==> images/layer_met1.png <==
Scale bar: 50 um. Supply wires on this layer in gray.
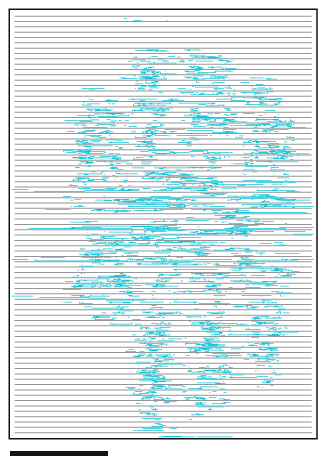
==> images/layer_met2.png <==
Cells faint in the background.
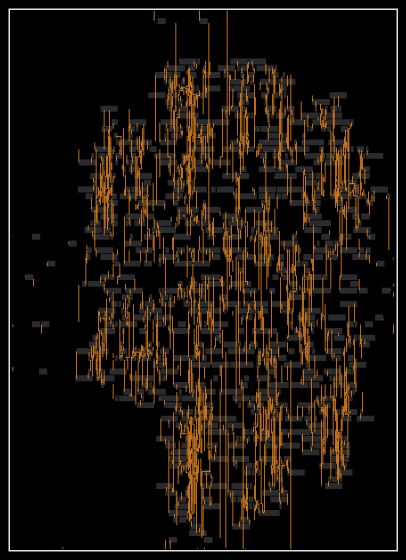
==> images/layer_met3.png <==
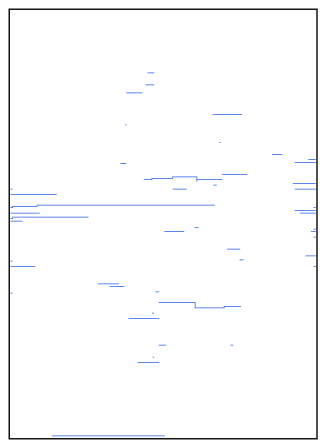
==> images/layer_met4.png <==
Supply wires on this layer in gray.
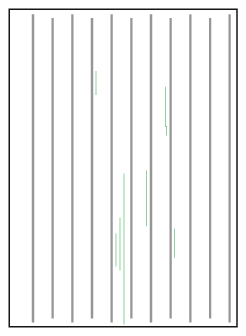
**src/rtl/ez8_periph_pkg.sv**
```systemverilog
// Shared definitions for the ez8 peripheral slice: key/switch event controller register map.
// Latency: n/a (constants, types and helpers only).
// Backpressure: n/a.
package ez8_periph_pkg;

    // Register select values on the 2-bit peripheral address.
    localparam logic [1:0] KEC_ADDR_STATE   = 2'd0;
    localparam logic [1:0] KEC_ADDR_PENDING = 2'd1;
    localparam logic [1:0] KEC_ADDR_MASK    = 2'd2;
    localparam logic [1:0] KEC_ADDR_EDGE    = 2'd3;

    // Keys are active-low and idle high; switches idle low.
    localparam logic [7:0] KEC_STATE_RESET  = 8'h0F;

    // Software-visible register set.
    typedef struct packed {
        logic [7:0] state;
        logic [7:0] pending;
        logic [7:0] mask;
        logic [7:0] edge_mode;
    } kec_regs_t;

    // Bits that latch a new event this cycle. A bit in edge mode only
    // reports a 1->0 transition, i.e. an accept while the stable value is
    // still 1 (the accepted new value is always the complement).
    function automatic logic [7:0] kec_qualify(
        input logic [7:0] accept,
        input logic [7:0] old_state,
        input logic [7:0] edge_mode
    );
        return accept & (~edge_mode | old_state);
    endfunction

    // Register read multiplexer.
    function automatic logic [7:0] kec_read_mux(
        input logic [1:0] sel,
        input kec_regs_t  regs
    );
        logic [7:0] val;
        case (sel)
            KEC_ADDR_STATE:   val = regs.state;
            KEC_ADDR_PENDING: val = regs.pending;
            KEC_ADDR_MASK:    val = regs.mask;
            default:          val = regs.edge_mode;
        endcase
        return val;
    endfunction

endpackage

```
**src/rtl/debounce_bit.sv**
```systemverilog
// One debounced input: 2-flop synchronizer, stability counter, stable-value flop.
// Latency: raw edge to state update takes 2 + DEBOUNCE_CYCLES clock edges when held stable.
// Backpressure: none; accept is a single-cycle combinational pulse valid the cycle before state flips.
//
// Ports:
//   clk, reset  - system clock, synchronous active-high reset
//   raw         - asynchronous raw input
//   state       - debounced stable value (resets to RESET_VAL)
//   accept      - high in the cycle whose rising edge updates state
module debounce_bit #(
    parameter int   DEBOUNCE_CYCLES = 50000,
    parameter logic RESET_VAL       = 1'b0
) (
    input  logic clk,
    input  logic reset,
    input  logic raw,
    output logic state,
    output logic accept
);

    localparam int             CW      = (DEBOUNCE_CYCLES > 1) ? $clog2(DEBOUNCE_CYCLES) : 1;
    localparam logic [CW-1:0]  CNT_MAX = CW'(DEBOUNCE_CYCLES - 1);

    logic          sync_meta;
    logic          sync;
    logic [CW-1:0] cnt;
    logic          differs;

    assign differs = (sync != state);

    // Combinational so the top can latch the event on the same edge that
    // moves state; the accepted value is always ~state.
    assign accept  = differs && (cnt == CNT_MAX);

    always_ff @(posedge clk) begin
        if (reset) begin
            sync_meta <= 1'b0;
            sync      <= 1'b0;
            cnt       <= '0;
            state     <= RESET_VAL;
        end else begin
            sync_meta <= raw;
            sync      <= sync_meta;
            if (!differs) begin
                cnt <= '0;
            end else if (accept) begin
                state <= sync;
                cnt   <= '0;
            end else begin
                cnt <= cnt + CW'(1);
            end
        end
    end

endmodule

```
**src/rtl/key_event_ctrl.sv**
```systemverilog
// Debounces 4 keys + 4 switches into latched, maskable events with one level irq; 4x8-bit register port.
// Latency: reads 1 cycle; PENDING sets on the STATE-update edge; irq follows PENDING/MASK by 1 edge.
// Backpressure: none; every write strobe is taken, reads have no side effects.
//
// Ports:
//   clk, reset  - system clock, synchronous active-high reset
//   keys        - raw push-keys, active-low, asynchronous
//   switches    - raw slide-switches, asynchronous
//   addr        - register select (STATE, PENDING, MASK, EDGE_MODE)
//   write_en    - one-cycle write strobe
//   writedata   - write data
//   readdata    - registered read data
//   irq         - registered level interrupt, |(PENDING & MASK)
module key_event_ctrl
    import ez8_periph_pkg::*;
#(
    parameter int DEBOUNCE_CYCLES = 50000
) (
    input  logic       clk,
    input  logic       reset,
    input  logic [3:0] keys,
    input  logic [3:0] switches,
    input  logic [1:0] addr,
    input  logic       write_en,
    input  logic [7:0] writedata,
    output logic [7:0] readdata,
    output logic       irq
);

    logic [7:0] in_raw;
    logic [7:0] state;
    logic [7:0] accept;
    logic [7:0] pending;
    logic [7:0] mask;
    logic [7:0] edge_mode;
    logic [7:0] set_bits;
    logic [7:0] clr_bits;
    kec_regs_t  regs;

    assign in_raw = {switches, keys};

    for (genvar i = 0; i < 8; i++) begin : g_db
        debounce_bit #(
            .DEBOUNCE_CYCLES (DEBOUNCE_CYCLES),
            .RESET_VAL       (KEC_STATE_RESET[i])
        ) u_db (
            .clk    (clk),
            .reset  (reset),
            .raw    (in_raw[i]),
            .state  (state[i]),
            .accept (accept[i])
        );
    end

    // Event qualification uses the pre-update state so edge-mode bits can
    // tell a press (1->0) from a release.
    always_comb begin
        set_bits = kec_qualify(accept, state, edge_mode);
        clr_bits = (write_en && (addr == KEC_ADDR_PENDING)) ? writedata : 8'h00;
    end

    always_comb begin
        regs.state     = state;
        regs.pending   = pending;
        regs.mask      = mask;
        regs.edge_mode = edge_mode;
    end

    // Clear first, then OR in new events, so a same-cycle set wins.
    always_ff @(posedge clk) begin
        if (reset) begin
            pending <= 8'h00;
        end else begin
            pending <= (pending & ~clr_bits) | set_bits;
        end
    end

    always_ff @(posedge clk) begin
        if (reset) begin
            mask      <= 8'h00;
            edge_mode <= 8'h00;
        end else if (write_en) begin
            if (addr == KEC_ADDR_MASK) begin
                mask <= writedata;
            end
            if (addr == KEC_ADDR_EDGE) begin
                edge_mode <= writedata;
            end
        end
    end

    // Both outputs sample the registers as they stand before this edge, so
    // a read in a write cycle returns the old value.
    always_ff @(posedge clk) begin
        if (reset) begin
            readdata <= 8'h00;
            irq      <= 1'b0;
        end else begin
            readdata <= kec_read_mux(addr, regs);
            irq      <= |(pending & mask);
        end
    end

endmodule

```
**config.mk**
```make
export PLATFORM = sky130hd
export DESIGN_NAME = key_event_ctrl
export DESIGN_NICKNAME = d
export VERILOG_FILES = /design/src/rtl/ez8_periph_pkg.sv /design/src/rtl/debounce_bit.sv /design/src/rtl/key_event_ctrl.sv
export SDC_FILE = /design/constraint.sdc
export NUM_CORES = 1
export LEC_CHECK = 0
export CAP_MARGIN = 20
export CORE_AREA = 2 2 154 216
export DETAILED_ROUTE_END_ITERATION = 12
export DIE_AREA = 0 0 156 218
export PLACE_DENSITY = 0.46
export SLEW_MARGIN = 25
export SYNTH_ARGS = -nofsm -noshare
export SYNTH_HDL_FRONTEND = slang
export SYNTH_SLANG_ARGS = --single-unit
```
**constraint.sdc**
```tcl
create_clock -name clk -period 2.2 [get_ports clk]
set_input_delay 0.44 -clock clk [delete_from_list [all_inputs] [get_ports clk]]
set_output_delay 0.44 -clock clk [all_outputs]
set_load 0.01 [all_outputs]
```
==> run summary <==
run results: fin crit period=1.86 ns, initial antenna violation count=0, final tally of max-slew violations=0, yosys adder share=1.27%, first-pass GRT wire length=27.5 mm, worst-case clock buffer depth=2, total gr overflow=0, Port-buffer cells=29, tool warnings=26, Yosys chip area=7890 um^2, ys async rst share=0%, GRT Total Usage=10.1%, Setup TNS=0 ns, buffer and inverter count on the worst path=0, Hold Path End=g_db[5].u_db.state, final hold violations=0, top-count cell post-synth=dfxtp_1, Seq. pwr=3.43 mW, highest-power group=registers, CP Depth=5, crit start category=flop, final net count=933, P_comb=0.244 mW, final hold slack=0.431 ns, TritonRoute pass-1 iters=4, Worst setup endpoint=pending[0], pre-CTS setup slack=0.256 ns, Cell Type Count=47, DRT iter0 DRCs=252, Worst IR Drop VDD=0.496 mV, Std-Cell Core Area=32100 um^2, aoi share=2.82%, final setup margin=0.338 ns, Fillers=3328, CP Max Fanout=5, status=finished clean, RSZ-0062 raised after global routing=no, # Cells Yosys=852, Max stage delay on crit path=0.56 ns, Finished Core Util=29.1%, Worst-path clk slew=0.07 ns, FF-to-FF path depth=5, Post-synth EDFFs=0, Hold Crit Class=in2reg, CTS buffer count=17
Notes on layer_met1.png above:
main direction	horizontal
longest straight run	52.7 um
nets with wire on the layer	885

Notes on layer_met2.png above:
main direction	vertical
share of all routed wire	48%
longest straight run	81.1 um
nets with wire on the layer	715
vias: 5806
met2 global-route usage: 17.2%

Notes on layer_met3.png above:
main direction	horizontal
longest straight run	90.4 um
share of all routed wire	3.3%
nets with wire on the layer	31
met3 Usage GRT: 2.62%
WL final: 16.4 mm

Notes on layer_met4.png above:
longest straight run	104 um
share of all routed wire	1.7%

-- registers in the layout, summed over array words and instances (netlist names) --
signal and cells:
g_db.u_db.sync_meta 8, irq 1, readdata 8, g_db.u_db.state 8, pending 8, g_db.u_db.sync 8, g_db.u_db.cnt 128, edge_mode 8
mask 8
-- per-layer routing --
metal	part of all wire, %	wire (um)
met5	0	0
met2	48	7860
met1	47	7680
met3	3.3	543
met4	1.7	270
-- cell type report --
| type | instances | area, um^2 | area share (%) |
|---|---|---|---|
| clock buffers | 22 | 474 | 5.07 |
| clock inverters | 9 | 138 | 1.47 |
| inverters | 31 | 116 | 1.24 |
| multi-input cells | 615 | 3940 | 42.2 |
| flip-flops and latches | 185 | 3700 | 39.6 |
| well taps | 400 | 500 | 5.35 |
| repair buffers | 54 | 473 | 5.06 |
No activity file was given, so power comes from the tool's default toggle rates.
